Fig. 1: run 1, where the registers sit
Drawn at 2 px/um. Other sequential cells in the stronger grey, the rest of the logic in the fainter grey.
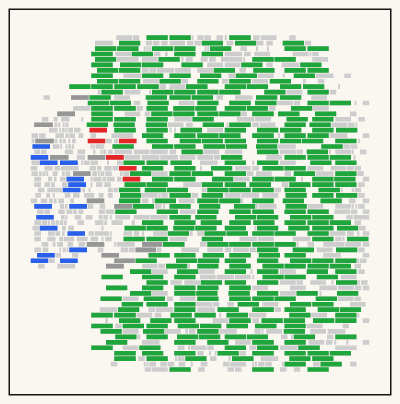
Fig. 2: run 1, gate families picked out
Drawn at 2 px/um.
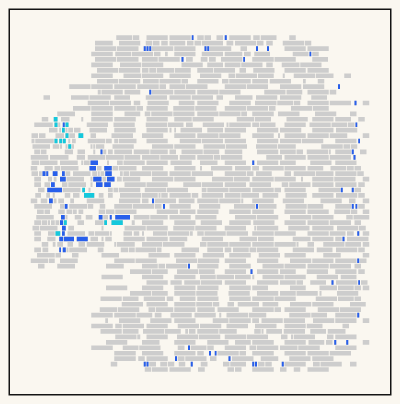
Fig. 3: run 1, clock wiring as the flow saved it
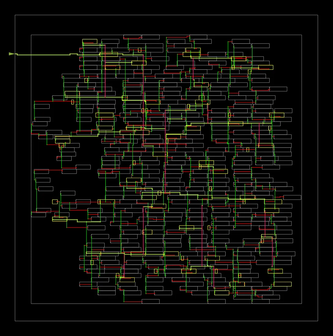
Fig. 4: run 1, port wiring
Drawn at 2 px/um.
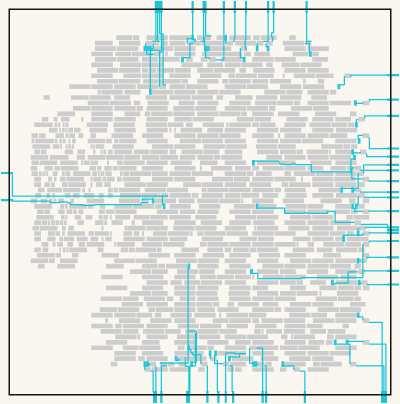
$ cat src/rtl/sipm_hit_collector_if.sv
// -----------------------------------------------------------------------------
// sipm_hit_collector_if
//   Valid/ready event stream from one SiPM hit collector to the DAQ
//   aggregation logic.
//
//   event_data  : {seq[5:0], height[1:0], timestamp}, head of the event FIFO
//   event_valid : an event is presented on event_data
//   event_ready : consumer takes event_data on a clock edge where both are high
//
//   master : the collector (drives data/valid, samples ready)
//   slave  : the consumer  (samples data/valid, drives ready)
// -----------------------------------------------------------------------------
interface sipm_hit_collector_if #(
  parameter int TIMESTAMP_LEN = 40
);
  logic [TIMESTAMP_LEN+7:0] event_data;
  logic                     event_valid;
  logic                     event_ready;

  modport master (output event_data, output event_valid, input event_ready);
  modport slave  (input event_data, input event_valid, output event_ready);
endinterface

$ cat src/rtl/sipm_hit_collector.sv
// -----------------------------------------------------------------------------
// sipm_hit_collector
//   Consumer side of a single-SiPM reader. When the reader reports a hit
//   (non-zero height) the timestamp and height are captured together with a
//   6-bit sequence number, pushed into a first-word-fall-through FIFO, and the
//   reader is re-armed by pulsing clear_latches for CLEAR_CYCLES cycles.
//   A one-cycle holdoff follows each clear so the reader's post-clear values
//   settle before hits are qualified again.
//
// Ports
//   clk                  system clock, all logic on posedge
//   rst_n                asynchronous active-low reset
//   enable               1 = accept hits, 0 = ignore hits
//   timestamp_input      timestamp from the reader
//   signal_height_input  0 = no hit, 1..3 = comparator level
//   clear_latches        registered re-arm strobe to the reader
//   evt                  event stream (master side of sipm_hit_collector_if)
//   fifo_count           current FIFO occupancy, 0..FIFO_DEPTH
//   drop_count           hits lost because the FIFO was full, saturating
// -----------------------------------------------------------------------------
module sipm_hit_collector #(
  parameter int TIMESTAMP_LEN = 40,
  parameter int FIFO_DEPTH    = 8,   // power of two, >= 2
  parameter int CLEAR_CYCLES  = 2    // >= 1
) (
  input  logic                          clk,
  input  logic                          rst_n,
  input  logic                          enable,
  input  logic [TIMESTAMP_LEN-1:0]      timestamp_input,
  input  logic [1:0]                    signal_height_input,
  output logic                          clear_latches,
  sipm_hit_collector_if.master          evt,
  output logic [$clog2(FIFO_DEPTH):0]   fifo_count,
  output logic [15:0]                   drop_count
);

  localparam int AW = $clog2(FIFO_DEPTH);
  localparam int CW = (CLEAR_CYCLES > 1) ? $clog2(CLEAR_CYCLES + 1) : 1;
  localparam int WW = TIMESTAMP_LEN + 8;

  localparam logic [AW:0]   DEPTH_C = (AW+1)'(FIFO_DEPTH);
  localparam logic [CW-1:0] CLEAR_C = CW'(CLEAR_CYCLES);

  typedef enum logic [1:0] {
    S_IDLE,
    S_CLEAR,
    S_HOLDOFF
  } state_t;

  state_t          r_state;
  logic [CW-1:0]   r_clr_cnt;
  logic            r_clear;
  logic [5:0]      r_seq;
  logic [15:0]     r_drop;

  logic [WW-1:0]   r_mem [FIFO_DEPTH];
  logic [AW-1:0]   r_wr_ptr;
  logic [AW-1:0]   r_rd_ptr;
  logic [AW:0]     r_count;

  logic            w_hit;
  logic            w_full;
  logic            w_valid;
  logic            w_pop;
  logic            w_push;
  logic [WW-1:0]   w_word;

  // Hits are only qualified in IDLE; during CLEAR/HOLDOFF the reader is
  // being reset and its outputs are not meaningful.
  assign w_hit   = (r_state == S_IDLE) && enable && (signal_height_input != 2'd0);
  assign w_full  = (r_count == DEPTH_C);
  assign w_valid = (r_count != '0);
  assign w_pop   = w_valid && evt.event_ready;
  // A full FIFO still takes the hit when the head leaves on the same edge.
  assign w_push  = w_hit && (!w_full || w_pop);
  assign w_word  = {r_seq, signal_height_input, timestamp_input};

  // ---------------------------------------------------------------------------
  // Capture / re-arm sequencer
  // ---------------------------------------------------------------------------
  // NOTE: sequential state uses non-blocking (<=) so every register samples
  // pre-edge values; blocking (=) here would create order-dependent races.
  always_ff @(posedge clk or negedge rst_n) begin
    if (!rst_n) begin
      // Reader is held cleared during reset and CLEAR_CYCLES after release.
      r_state   <= S_CLEAR;
      r_clr_cnt <= CLEAR_C;
      r_clear   <= 1'b1;
      r_seq     <= '0;
      r_drop    <= '0;
    end else begin
      case (r_state)
        S_IDLE: begin
          if (w_hit) begin
            // seq advances on pushed and dropped hits alike, so gaps in the
            // downstream sequence reveal drops.
            r_seq <= r_seq + 6'd1;
            if (!w_push && (r_drop != 16'hFFFF)) begin
              r_drop <= r_drop + 16'd1;
            end
            r_state   <= S_CLEAR;
            r_clr_cnt <= CLEAR_C;
            r_clear   <= 1'b1;
          end
        end
        S_CLEAR: begin
          if (r_clr_cnt == CW'(1)) begin
            r_state <= S_HOLDOFF;
            r_clear <= 1'b0;
          end else begin
            r_clr_cnt <= r_clr_cnt - CW'(1);
          end
        end
        S_HOLDOFF: begin
          r_state <= S_IDLE;
        end
        default: begin
          r_state   <= S_CLEAR;
          r_clr_cnt <= CLEAR_C;
          r_clear   <= 1'b1;
        end
      endcase
    end
  end

  // ---------------------------------------------------------------------------
  // Event FIFO
  // ---------------------------------------------------------------------------
  // NOTE: the storage array has no reset; only pointers/count are reset, and
  // the output mux below hides stale contents while the FIFO is empty.
  always_ff @(posedge clk) begin
    if (w_push) begin
      r_mem[r_wr_ptr] <= w_word;
    end
  end

  // When full, r_wr_ptr == r_rd_ptr; a simultaneous push overwrites the slot
  // whose old contents are being popped on that same edge, preserving order.
  always_ff @(posedge clk or negedge rst_n) begin
    if (!rst_n) begin
      r_wr_ptr <= '0;
      r_rd_ptr <= '0;
      r_count  <= '0;
    end else begin
      if (w_push) r_wr_ptr <= r_wr_ptr + AW'(1);
      if (w_pop)  r_rd_ptr <= r_rd_ptr + AW'(1);
      case ({w_push, w_pop})
        2'b10:   r_count <= r_count + (AW+1)'(1);
        2'b01:   r_count <= r_count - (AW+1)'(1);
        default: r_count <= r_count;
      endcase
    end
  end

  // NOTE: every always_comb output gets a default first so no path leaves it
  // unassigned, which would otherwise infer a latch.
  always_comb begin
    evt.event_data = '0;
    if (w_valid) begin
      evt.event_data = r_mem[r_rd_ptr];
    end
  end

  assign evt.event_valid = w_valid;
  assign clear_latches   = r_clear;
  assign fifo_count      = r_count;
  assign drop_count      = r_drop;

endmodule

$ cat src/flat_wrapper.sv
// flat-port wrapper written by rule: the top's interface ports become plain ports
module sipm_hit_collector_flat 
#(
  parameter int TIMESTAMP_LEN = 40,
  parameter int FIFO_DEPTH    = 8,                        
  parameter int CLEAR_CYCLES  = 2           
)
  (clk, rst_n, enable, timestamp_input, signal_height_input, clear_latches, fifo_count, drop_count, evt_event_data, evt_event_valid, evt_event_ready);
  sipm_hit_collector_if #(.TIMESTAMP_LEN(TIMESTAMP_LEN)) evt_i ();
  input  logic clk;
  input  logic rst_n;
  input  logic enable;
  input  logic [TIMESTAMP_LEN-1:0] timestamp_input;
  input  logic [1:0] signal_height_input;
  output logic clear_latches;
  output logic [$clog2(FIFO_DEPTH):0] fifo_count;
  output logic [15:0] drop_count;
  output wire logic [$bits(evt_i.event_data)-1:0] evt_event_data;
  output wire logic [$bits(evt_i.event_valid)-1:0] evt_event_valid;
  input wire logic [$bits(evt_i.event_ready)-1:0] evt_event_ready;
  assign evt_event_data = evt_i.event_data;
  assign evt_event_valid = evt_i.event_valid;
  assign evt_i.event_ready = evt_event_ready;
  sipm_hit_collector #(.TIMESTAMP_LEN(TIMESTAMP_LEN), .FIFO_DEPTH(FIFO_DEPTH), .CLEAR_CYCLES(CLEAR_CYCLES)) u_core (.clk(clk), .rst_n(rst_n), .enable(enable), .timestamp_input(timestamp_input), .signal_height_input(signal_height_input), .clear_latches(clear_latches), .evt(evt_i), .fifo_count(fifo_count), .drop_count(drop_count));
endmodule
$ cat config.mk
export PLATFORM = sky130hd
export DESIGN_NAME = sipm_hit_collector_flat
export DESIGN_NICKNAME = d
export VERILOG_FILES = /design/src/rtl/sipm_hit_collector_if.sv /design/src/rtl/sipm_hit_collector.sv /design/src/flat_wrapper.sv
export SDC_FILE = /design/constraint.sdc
export NUM_CORES = 1
export LEC_CHECK = 0
export CAP_MARGIN = 15
export CORE_AREA = 10 10 180 182
export DETAILED_ROUTE_END_ITERATION = 6
export DIE_AREA = 0 0 190 192
export GPL_ROUTABILITY_DRIVEN = 0
export PLACE_DENSITY = 0.81
export SETUP_SLACK_MARGIN = 0.4
export SLEW_MARGIN = 20
export SYNTH_ARGS = -nofsm -noshare
export SYNTH_HDL_FRONTEND = slang
export SYNTH_SLANG_ARGS = --single-unit
$ cat constraint.sdc
create_clock -name clk -period 7.3 [get_ports clk]
set_input_delay 1.095 -clock clk [delete_from_list [all_inputs] [get_ports clk]]
set_output_delay 1.095 -clock clk [all_outputs]
set_load 0.01 [all_outputs]
==> results.cfg, run 1 <==
; physical design summary
[finish]
drive_gt1_share_pct = 20.2
area_delta_synth_final_pct = 18.2
largest_register = u_core.r_mem
fill_cells = 1728

[global_route]
grt_pass1_wl_um = 51400
grt_use_total_pct = 18.3
antenna_found_initial = 2

[synthesis]
ys_ff = 421
xor_share_pct = 1.43
yosysTopAreaCell = edfxtp_1
adder_share_pct = 0.881
yosys_area_mm2 = 0.0165

[timing]
fin_setup_tns_ns = 0
max_slew_margin_pct = 30.4
slew_viol_final = 0
hold_viol_final = 0
fmax_ghz = 0.220
holdWs_ns = 0.502
rsz0062_at_grt = false

[critical_path]
r2r_cells = 7
r2r_start = u_core.r_state[1]$_DFFE_PN0P_
worstSetupStartpointType = register
criticalPathCategory = register to output port
reg2reg_to = u_core.r_mem[1][5]$_DFFE_PP_
critPathCapture = evt_event_data[18]
reg2reg_setup_slack_ns = 4.39

[routing]
viasPerCell = 6.02
remaining_drc_errors = 0
detail_route.first_pass.iterations = 5

[status]
outcome = complete, no violations

[hold_path]
hold_start = u_core.drop_count[15]$_DFFE_PN0P_

[clock_network]
ctsResizeCount = 0
clock_sink_count = 421

[floorplan]
die_x_um = 190
chipArea_mm2 = 0.0365
core_mm2 = 0.0286

[power]
power_density_mw_per_mm2 = 383
Notes on Fig. 1 above:
colour	name in the netlist	placed flops
red	u_core.r_seq	6
blue	u_core.drop_count	16
green	u_core.r_mem	384
not coloured	15

Notes on Fig. 2 above:
colour	family	cells	most used
blue	nor cells	79	nor2_1
cyan	aoi and oai cells	16	a21oi_1
logic share of the area: 20.0%
most frequent logic cell in the layout: edfxtp_1

Notes on Fig. 3 above:
skew final: 0.0156 ns
Clock Latency Late Sink: 0.53 ns
flip-flops: 421
P_clk: 2100 uW

Notes on Fig. 4 above:
colour	port	direction	end cells	buffers	wire
cyan	evt_event_data	output	48	48	1590 um
I/O Pins: 116
number of port buffers: 115

run 1: placed cells by master, fill, tap and decap left out, types with 3 or more instances in the layout:
cell and n:
clkinv_2 7, xor2_1 17, buf_4 10, nor2_1 53, clkbuf_1 12, dfstp_2 3, nand2b_1 3, xnor2_1 10
ha_1 10, mux4_2 96, nand2_1 16, dfrtp_4 3, mux2i_1 50, nand3_1 7, bufinv_16 5, nor2_4 3
nand4_1 6, nor3_2 4, nor3_1 6, edfxtp_1 384, clkbuf_16 42, a21oi_1 6, clkinv_1 7, inv_1 7
nor4_1 5, dfrtp_1 31, o21ai_0 5, clkdlybuf4s50_1 114
run 1: area by class of cell:
class / instances / area share (%)
Clock inverter: 24 / 1.34
Sequential cell: 421 / 64.0
Clock buffer: 54 / 5.63
Antenna cell: 2 / 0.0257
Tap cell: 384 / 2.47
Inverter: 8 / 0.154
Timing Repair Buffer: 126 / 6.37
Multi-Input combinational cell: 326 / 20.0
run 1: power breakdown:
part	switching [uW]	internal (uW)
logic	937	1200
registers	344	2870
clock network	859	1250
run 1: cell usage after synthesis (all sizes together) (2+ instances only):
| library cell | n |
|---|---|
| edfxtp | 384 |
| clkbuf | 16 |
| nor4b | 2 |
| inv | 8 |
| nor4 | 8 |
| mux2i | 50 |
| mux2 | 4 |
| nand4 | 7 |
| nand2 | 16 |
| nand3 | 8 |
| mux4 | 96 |
| ha | 10 |
| a21oi | 6 |
| dfstp | 3 |
| xnor2 | 10 |
| o21ai | 5 |
| a21o | 2 |
| dfrtp | 34 |
| nor2 | 57 |
| nor3 | 11 |
| nand2b | 3 |
| xor2 | 17 |
| buf | 17 |
run 1: layer usage:
layer	vias up	global-route usage [%]	share of wire, %
met5	-	0	0
met4	0	4.79	1.6
met3	45	4.39	7.3
met2	290	30.8	51
met1	4266	23.6	40
li1	3494	-	-
--- run 2 (diff from run 1) ---
--- a/config.mk
+++ b/config.mk
@@ -6,11 +6,11 @@
 export NUM_CORES = 1
 export LEC_CHECK = 0
 export CAP_MARGIN = 15
-export CORE_AREA = 10 10 180 182
+export CORE_AREA = 10 10 188 190
 export DETAILED_ROUTE_END_ITERATION = 6
-export DIE_AREA = 0 0 190 192
+export DIE_AREA = 0 0 198 200
 export GPL_ROUTABILITY_DRIVEN = 0
-export PLACE_DENSITY = 0.81
+export PLACE_DENSITY = 0.78
 export SETUP_SLACK_MARGIN = 0.4
 export SLEW_MARGIN = 20
 export SYNTH_ARGS = -nofsm -noshare
==> constraint.sdc (replaced) <==
create_clock -name clk -period 3.7 [get_ports clk]
set_input_delay 0.555 -clock clk [delete_from_list [all_inputs] [get_ports clk]]
set_output_delay 0.555 -clock clk [all_outputs]
set_load 0.01 [all_outputs]
==> run 2 against run 1 <==
Die size rose by 8.6%. Utilization fell by 4.5 points. Via count fell by 1.5%. Sequential power rose by about 90%. Sequential share of layout area fell by 1.5 points. First-iteration DRC count rose by 21%. Non-clock buffer count rose by 15. Count of clock-buffer cells in the layout fell by 1. Global-route usage fell by 0.96 points. Cell area rose by 2.4%. Sequential cell count did not move. Wire length rose by 2.5%. Largest cell class unchanged.
==> results.cfg, run 2 <==
; physical design summary
[floorplan]
io-pin-count = 116
core_mm2 = 0.0314
chipArea_mm2 = 0.0396
die_x_um = 198

[timing]
holdWs_ns = 0.139
hold_viol_final = 0
fmax_ghz = 0.308
rsz0062_at_grt = true
slew_viol_final = 0
fin_skew_ns = 0.0167
max_slew_margin_pct = 41.4
fin_setup_tns_ns = 0

[synthesis]
mux_area_share_pct = 16.4
adder_share_pct = 0.881
ys_sh_aoi_pct = 0.919
netlist-cell-type-count = 47
yosysTopAreaCell = edfxtp_1
synth.top_cells.by_count = 384 x edfxtp_1, 96 x mux4_2, 56 x nor2_1, 50 x mux2i_1, 34 x dfrtp_1
xor_share_pct = 1.43
yosys.cell_count.top_type = edfxtp_1
ys_ff = 421
topCellsByArea = edfxtp_1 70%, mux4_2 13%, dfrtp_1 5.2%
yosys_area_mm2 = 0.0165

[finish]
final_common_cell = edfxtp_1
area_delta_synth_final_pct = 20.9
fin_cells = 1375
final_cell_mix = 384 x edfxtp_1, 112 x clkdlybuf4s50_1, 96 x mux4_2
drive_gt1_share_pct = 21.9
largest_register = u_core.r_mem

[routing]
remaining_drc_errors = 0
detail_route.first_pass.iterations = 4
viasPerCell = 5.80

[critical_path]
cp-end-kind = output port
max_stage_delay_ns = 0.57
criticalPathCategory = register to output port
worstSetupStartpointType = register

[global_route]
grt_pass1_wl_um = 51600
antenna_found_initial = 1
grt_use_total_pct = 17.4

[power]
power_density_mw_per_mm2 = 762
leakage_uw = 0.00680

[clock_network]
ctsHtreeMaxLevel = 2
clockRootBuffer = clkbuf_16
clock.latency.late_pin_ns = 0.53

[placed_design]
io_buffer_count = 115
pre_cts_slack_ns = 0.513

[status]
outcome = complete, no violations
run 2: cell counts after synthesis:
No cell type changed its count.
run 2: layer usage:
metal	vias up	track usage, %	routed length, um
met5	-	0	0
met4	0	5.01	603
met3	42	4.10	2320
met2	257	29.1	17200
met1	4161	22.3	13800
li1	3511	-	-
run 2: final timing paths:
kind                       cells past startpoint  slack, ns                                end                         startpoint
min reg2reg                                    1       0.50  u_core.drop_count[15]$_DFFE_PN0P_  u_core.drop_count[15]$_DFFE_PN0P_
min                                            1       0.14      u_core.r_state[1]$_DFFE_PN0P_                              rst_n
max reg2reg                                    7       1.15      u_core.r_mem[3][22]$_DFFE_PP_      u_core.r_state[1]$_DFFE_PN0P_
min in group clk                               1       0.50  u_core.drop_count[15]$_DFFE_PN0P_  u_core.drop_count[15]$_DFFE_PN0P_
max                                            5       0.45                  evt_event_data[6]     u_core.r_rd_ptr[0]$_DFFE_PN0P_
max in group asynchronous                      1       2.89     u_core.r_rd_ptr[2]$_DFFE_PN0P_                              rst_n
run 2: worst max-delay path, delay by kind of cell, from the launching register on:
family                 cells  cell delay, ns
buffers and inverters      2            0.72
flip-flops                 1            0.57
AND/OR/NAND/NOR            1            0.07
multiplexers               2            0.80
run 2: area by class of cell:
type                    count  area [um^2]
clock buffers              53         1120
diodes                      1         2.50
flip-flops and latches    421        12500
fillers                  2080        11500
inverters                   8         30.0
repair buffers            141         1600
clock inverters            23          274
well taps                 402          503
multi-input cells         326         3930
run 2: repair_timing:
item | CTS | global route
setup endpoints to repair | 28 | 39
gates resized | 2 | 5
buffers inserted | 1 | 0
gates cloned | 1 | 2
pin swaps | 0 | 0
hold buffers | 0 | 0
run 2: power by group:
group	internal, uW	switching [uW]
Sequential	5670	449
Combinational	2590	2210
Clock	2580	1680
Total	10800	4340
Fig. 5: run 2, clock wiring as the flow saved it
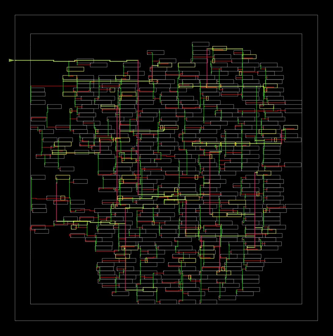
TritonCTS buffer count: 42
clk sinks: 421

Fig. 6: run 2, placement density heat map
Drawn at 1.5 px/um. 20 x 20 tiles, from dark purple (low) to yellow (high), 0 to 100% covered.
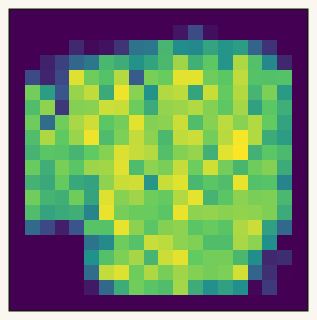
mean over tiles	49%
fullest tile	100%
nearly empty tiles	29%

Fig. 7: run 2, where the registers sit
Drawn at 2 px/um. Other sequential cells in the stronger grey, the rest of the logic in the fainter grey.
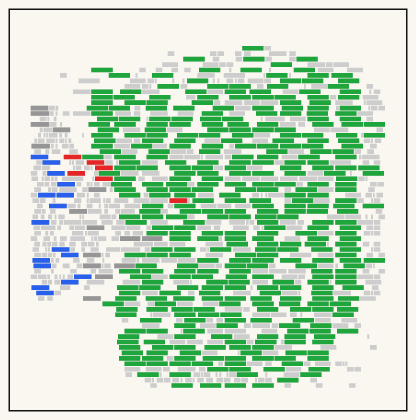
fraction of area in registers: 62.6%
Util after Layout: 63.5%

--- run 3 (diff from run 2) ---
--- a/config.mk
+++ b/config.mk
@@ -6,11 +6,11 @@
 export NUM_CORES = 1
 export LEC_CHECK = 0
 export CAP_MARGIN = 15
-export CORE_AREA = 10 10 188 190
+export CORE_AREA = 10 10 191 193
 export DETAILED_ROUTE_END_ITERATION = 6
-export DIE_AREA = 0 0 198 200
+export DIE_AREA = 0 0 201 203
 export GPL_ROUTABILITY_DRIVEN = 0
-export PLACE_DENSITY = 0.78
+export PLACE_DENSITY = 0.76
 export SETUP_SLACK_MARGIN = 0.4
 export SLEW_MARGIN = 20
 export SYNTH_ARGS = -nofsm -noshare
==> run 3 against run 2 <==
Final cell count is 2.2% higher. Non-clock buffer count is 1 lower. Global-route usage is 1.3 points lower. Synthesized cell count stayed put. Largest cell class unchanged. Utilization is 2.5 points lower.
==> results.cfg, run 3 <==
; physical design summary
[synthesis]
yosys_area_mm2 = 0.0165
yosysTopAreaCell = edfxtp_1
netlist-cell-type-count = 47

[routing]
viasPerCell = 5.62
highest_layer = met5
remaining_drc_errors = 0
detail_route.first_pass.iterations = 4

[critical_path]
worstSetupStartpointType = register
criticalPathCategory = register to output port
cp.depth = 5
reg2reg_to = u_core.r_mem[5][4]$_DFFE_PP_
critPathCapture = evt_event_data[42]
r2r_start = u_core.r_state[1]$_DFFE_PN0P_
path_delay_family = multiplexers
r2r_cells = 7

[clock_network]
cts_made_buffers = 41
clockRootBuffer = clkbuf_16
clock.latency.late_pin_ns = 0.53

[global_route]
grt_use_total_pct = 16.1
antenna_found_initial = 1
grt_pass1_wl_um = 50900

[timing]
fin_skew_ns = 0.0157
rsz0062_at_grt = true
holdWs_ns = 0.00350

[floorplan]
io-pin-count = 116
core_mm2 = 0.0325

[placed_design]
io_buffer_count = 115

[status]
outcome = complete, no violations

[finish]
antenna_cells = 0
area_delta_synth_final_pct = 20.2
-- run 3: metrics by stage --
step	cells	setup TNS (ns)	setup WS, ns	utilization, %
after floorplan	788	-17.28	-0.120	-
after global placement	1333	0	0.479	56.9
after detailed placement	1333	0	0.384	56.9
after CTS	1404	0	0.404	60.9
after global routing	1405	0	0.378	61.0
final	1405	0	0.501	61.0
-- run 3: kinds of logic after synthesis --
group / count (synthesis)
xor gates and xnor gates: 27
buffers and inverters: 41
DFF: 421
adders and majority gates: 11
and+or+nand+nor: 117
AOI/OAI and AO/OA: 21
muxes: 150
-- run 3: worst register-to-register path: cells and delay by family, from the launching register on --
kind | cells | cell delay [ns]
simple gates | 2 | 0.72
compound gates | 2 | 0.65
flops | 1 | 0.40
buf+inv | 2 | 0.37
fa+ha+maj | 1 | 0.23
-- run 3: cell type report --
| cell class | count | area share (%) |
|---|---|---|
| timing repair buffer | 140 | 7.95 |
| tap | 442 | 2.79 |
| clock buffer | 47 | 5.29 |
| inverter | 8 | 0.152 |
| sequential | 421 | 63.0 |
| multi-input combinational | 326 | 19.8 |
| clock inverter | 21 | 1.01 |
-- run 3: timing repair --
item                                    4_1_cts  5_1_grt
cloned                                        1        0
hold buffers                                  0        0
endpoints found under the setup margin       25       23
buffers inserted                              2        1
gates resized                                 2        7
pin swaps                                     0        0
-- run 3: metal layers --
metal | vias up | global-route usage (%)
met5 | - | 0
met3 | 45 | 3.98
met1 | 4113 | 20.4
li1 | 3512 | -
met2 | 229 | 27.3
met4 | 2 | 3.73
-- run 3: power by group --
group	internal [uW]	leakage, uW	total, uW	switching [uW]
registers	5670	0.00395	6110	440
logic	2590	0.00218	4740	2150
clock network	2300	0.000613	3930	1630
Fig. 8: run 3, port wiring
Drawn at 2 px/um.
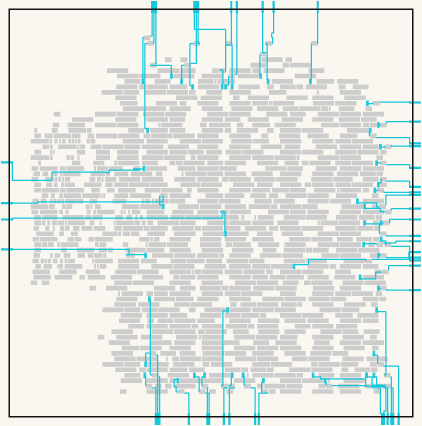
colour	port	direction	end cells	buffers	wire
cyan	evt_event_data	output	48	48	1750 um

Fig. 9: run 3, gate families picked out
Drawn at 2 px/um.
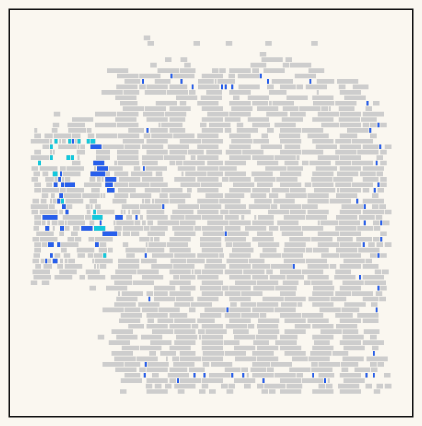
Final Non-Filler Cells: 1405
logic share of the area: 19.8%

Fig. 10: run 3, where the registers sit
Drawn at 2 px/um. Other sequential cells in the stronger grey, the rest of the logic in the fainter grey.
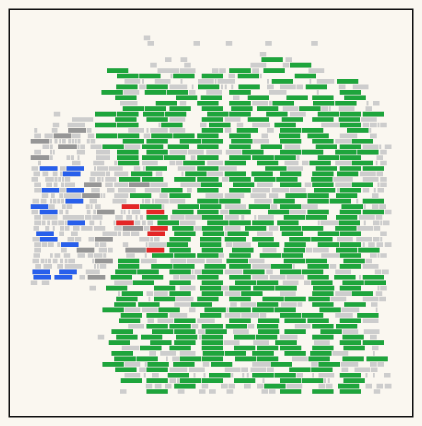
colour	name in the netlist	placed flops
green	u_core.r_mem	384
blue	u_core.drop_count	16
red	u_core.r_seq	6
not coloured	15
fraction of area in registers: 63.0%
Power Sequential: 6110 uW
Util after Layout: 61.0%
sequential cell area: 0.0125 mm^2

No activity file was given, so power comes from the tool's default toggle rates.
